===== src/rtl/ksa.sv =====
// ---------------------------------------------------------------------------
// ksa -- RC4 key-scheduling stage.
//
// Permutes a 256-byte S memory in place with a 3-byte key, following the
// standard RC4 key schedule:
//   for i = 0..255: j = j + s[i] + key[i mod 3]; swap s[i], s[j]
// The memory is single-port with a 1-cycle read latency, so every iteration
// is a fixed six-cycle sequence: read s[i], wait, read s[j], wait,
// write s[i], write s[j].
//
// Ports:
//   clk     in   1  system clock, rising edge
//   rst     in   1  synchronous active-high reset
//   en      in   1  start request, honoured only while rdy=1
//   rdy     out  1  idle and able to accept en
//   key     in  24  RC4 key, byte 0 = key[23:16], byte 2 = key[7:0]
//   addr    out  8  S memory address
//   rddata  in   8  S memory read data (valid one cycle after addr)
//   wrdata  out  8  S memory write data
//   wren    out  1  S memory write enable
//
// All outputs are registered; rddata and en only reach outputs through
// flops.
// ---------------------------------------------------------------------------
module ksa (
    input  logic        clk,
    input  logic        rst,
    input  logic        en,
    output logic        rdy,
    input  logic [23:0] key,
    output logic [7:0]  addr,
    input  logic [7:0]  rddata,
    output logic [7:0]  wrdata,
    output logic        wren
);

    typedef enum logic [2:0] {
        IDLE = 3'd0,
        RD_I = 3'd1,
        WT_I = 3'd2,
        RD_J = 3'd3,
        WT_J = 3'd4,
        WR_I = 3'd5,
        WR_J = 3'd6
    } state_t;

    state_t      state_r;
    logic [7:0]  i_r;
    logic [7:0]  j_r;
    logic [1:0]  kidx_r;     // tracks i mod 3 without a divider
    logic [7:0]  si_r;
    logic [23:0] key_r;

    logic [7:0]  key_byte_s;
    logic [7:0]  j_next_s;

    // Step the mod-3 key index: 0 -> 1 -> 2 -> 0.
    function automatic logic [1:0] kidx_advance(input logic [1:0] k);
        if (k == 2'd2) begin
            return 2'd0;
        end else begin
            return k + 2'd1;
        end
    endfunction

    // Select the key byte for the current iteration.
    always_comb begin
        key_byte_s = 8'd0;
        case (kidx_r)
            2'd0:    key_byte_s = key_r[23:16];
            2'd1:    key_byte_s = key_r[15:8];
            2'd2:    key_byte_s = key_r[7:0];
            default: key_byte_s = 8'd0;
        endcase
    end

    // New j from s[i] as it arrives on rddata; 8-bit add wraps mod 256.
    always_comb begin
        j_next_s = 8'd0;
        j_next_s = j_r + rddata + key_byte_s;
    end

    // Key-schedule FSM. Outputs are loaded on the transition into a state so
    // that they hold that state's bus values for its whole cycle. The wrdata
    // register loaded in WT_J doubles as the s[j] holding register.
    always_ff @(posedge clk) begin
        if (rst) begin
            state_r <= IDLE;
            i_r     <= 8'd0;
            j_r     <= 8'd0;
            kidx_r  <= 2'd0;
            si_r    <= 8'd0;
            key_r   <= 24'd0;
            rdy     <= 1'b1;
            addr    <= 8'd0;
            wrdata  <= 8'd0;
            wren    <= 1'b0;
        end else begin
            case (state_r)
                IDLE: begin
                    if (en) begin
                        key_r   <= key;
                        i_r     <= 8'd0;
                        j_r     <= 8'd0;
                        kidx_r  <= 2'd0;
                        rdy     <= 1'b0;
                        addr    <= 8'd0;
                        wrdata  <= 8'd0;
                        wren    <= 1'b0;
                        state_r <= RD_I;
                    end else begin
                        rdy     <= 1'b1;
                        addr    <= 8'd0;
                        wrdata  <= 8'd0;
                        wren    <= 1'b0;
                        state_r <= IDLE;
                    end
                end

                RD_I: begin
                    addr    <= i_r;
                    wren    <= 1'b0;
                    state_r <= WT_I;
                end

                WT_I: begin
                    si_r    <= rddata;
                    j_r     <= j_next_s;
                    addr    <= j_next_s;
                    wren    <= 1'b0;
                    state_r <= RD_J;
                end

                RD_J: begin
                    addr    <= j_r;
                    wren    <= 1'b0;
                    state_r <= WT_J;
                end

                WT_J: begin
                    // rddata is s[j]; it goes straight out as the s[i] write.
                    addr    <= i_r;
                    wrdata  <= rddata;
                    wren    <= 1'b1;
                    state_r <= WR_I;
                end

                WR_I: begin
                    addr    <= j_r;
                    wrdata  <= si_r;
                    wren    <= 1'b1;
                    state_r <= WR_J;
                end

                WR_J: begin
                    wrdata <= 8'd0;
                    wren   <= 1'b0;
                    if (i_r == 8'd255) begin
                        // i stays at 255 on the last iteration.
                        rdy     <= 1'b1;
                        addr    <= 8'd0;
                        state_r <= IDLE;
                    end else begin
                        i_r     <= i_r + 8'd1;
                        kidx_r  <= kidx_advance(kidx_r);
                        addr    <= i_r + 8'd1;
                        state_r <= RD_I;
                    end
                end

                default: begin
                    rdy     <= 1'b1;
                    addr    <= 8'd0;
                    wrdata  <= 8'd0;
                    wren    <= 1'b0;
                    state_r <= IDLE;
                end
            endcase
        end
    end

endmodule


===== config.mk =====
export PLATFORM = sky130hd
export DESIGN_NAME = ksa
export DESIGN_NICKNAME = d
export VERILOG_FILES = /design/src/rtl/ksa.sv
export SDC_FILE = /design/constraint.sdc
export NUM_CORES = 1
export LEC_CHECK = 0
export CORE_MARGIN = 2
export CORE_UTILIZATION = 40
export DETAILED_ROUTE_END_ITERATION = 8
export DONT_BUFFER_PORTS = 1
export SYNTH_ARGS = -nofsm -noshare
export SYNTH_HDL_FRONTEND = slang
export SYNTH_SLANG_ARGS = --single-unit

===== constraint.sdc =====
create_clock -name clk -period 3.7 [get_ports clk]
set_input_delay 0.925 -clock clk [delete_from_list [all_inputs] [get_ports clk]]
set_output_delay 0.925 -clock clk [all_outputs]
set_load 0.05 [all_outputs]

Placed cells, one colour a class:
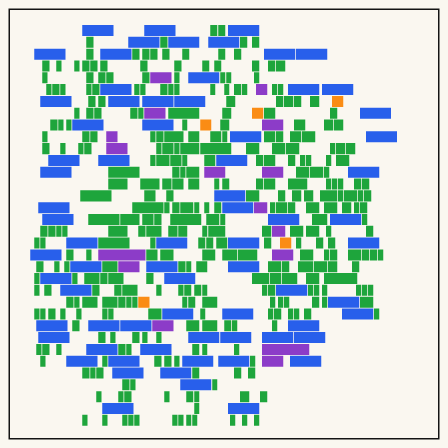
[remaining buffers and delay cells] orange | cells: 5
[registers] blue | cells: 71
[clock drivers and dummy loads] purple | cells: 16
[remaining logic cells] green | cells: 343

Cell density map:
10 x 10 tiles, from white (low) to dark blue (high), 0 to 100% covered.
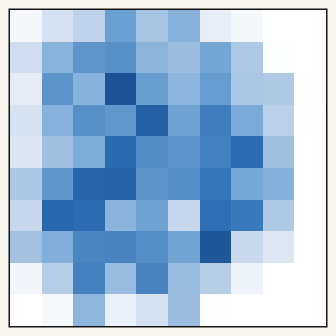
fullest tile: 86%
densest ninth of the die: middle
tiles over 75% full: 10%
emptiest ninth of the die: bottom right
nearly empty tiles: 17%
mean over tiles: 38%
FP Core Util: 0.4122
final design utilization: 0.4415
floorplan core area: 8678 µm²

Register map, names as in the netlist:
The bar under the picture is 20 µm long. Other sequential cells in the stronger grey, the rest of the logic in the fainter grey.
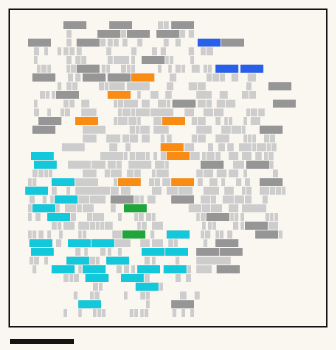
[key_r] cyan | flops: 24
[state_r] blue | flops: 3
[kidx_r] green | flops: 2
[j_r] orange | flops: 8
not coloured: 34

==> flow_summary.yaml <==
# physical design summary
outcome:
  run_status: "finished, final reports clean"
floorplanning:
  die_h_um: 98.57
power_and_ir_drop:
  p_total_mw: 1.879
  power.share.switching: 0.3002
  p_leak_nw: 1.370
  intPower_mw: 1.315
  seq_power_uw: 896
worst_hold_path:
  hold_start: "si_r[4]"
critical_path:
  crit_slowest_cell: "sky130_fd_sc_hd__fa_1"
  cp_cell_sequence: "buf_4 > mux2i_1 > o21ai_0 > fa_1 > inv_1 > fa_1 > nor2b_1 > o31a_1 > o22ai_1 > or4_4 > o211ai_2"
  timing.setup.critical_path_class: "flop to flop"
  cpMostUsedCell: "sky130_fd_sc_hd__fa_1"
  worst-endpoint-arrival_ns: 3.47
  critical_path_depth: 11
final_layout:
  inverters_excl_clock: 6
  combinational_share_of_cell_area: 0.5180
  final-nonclk-buf-share: 0.009798
  final.signal_buffer_count: 5
  most_instantiated_logic_cell_after_routing: "sky130_fd_sc_hd__nand2_1"
  area.combinational_um2: 1984
  syn_to_final_growth_pct: 7.100
  final_design_area_excluding_fillers_um2: 3831
global_routing:
  antenna_found_initial: 0
  globalRoute.totalOverflow: 0
  grt_use_met2: 0.3103
yosys:
  post_synthesis_share_of_cell_area_spent_on_xor_and_xnor_gates: 0.02448
  synth-seq-area-share: 0.3973
  post_synth_fa_ha_maj_area_fraction: 0.06925
  area_leaders: "sky130_fd_sc_hd__dfxtp_1, sky130_fd_sc_hd__a21oi_1, sky130_fd_sc_hd__nand2_1"
  largest_area_cell: "sky130_fd_sc_hd__dfxtp_1"
place:
  place_congestion: 0.8657
route:
  routed.top_layer: "met4"
  wl_met3_um: 432
clock_network:
  tritoncts: "built"
  clk-insertion-delay-late_ns: 0.36
  cts_made_buffers: 9
  tritoncts_num_sinks: 71
M3 wires:
The bar under the picture is 20 µm long.
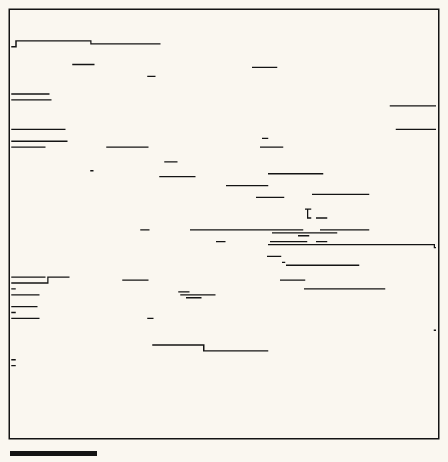
longest straight run: 38.2 µm
wire length on this layer: 433 µm
main direction: horizontal

Placed standard cells:
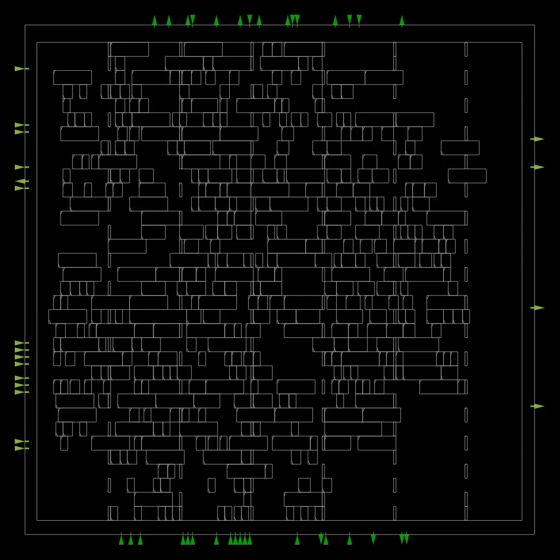
Final Instance Count excl. Fillers: 543
fraction of area in registers: 0.3710
number of fillers in the final layout: 894
Site Rows: 34
tapcells inserted: 108

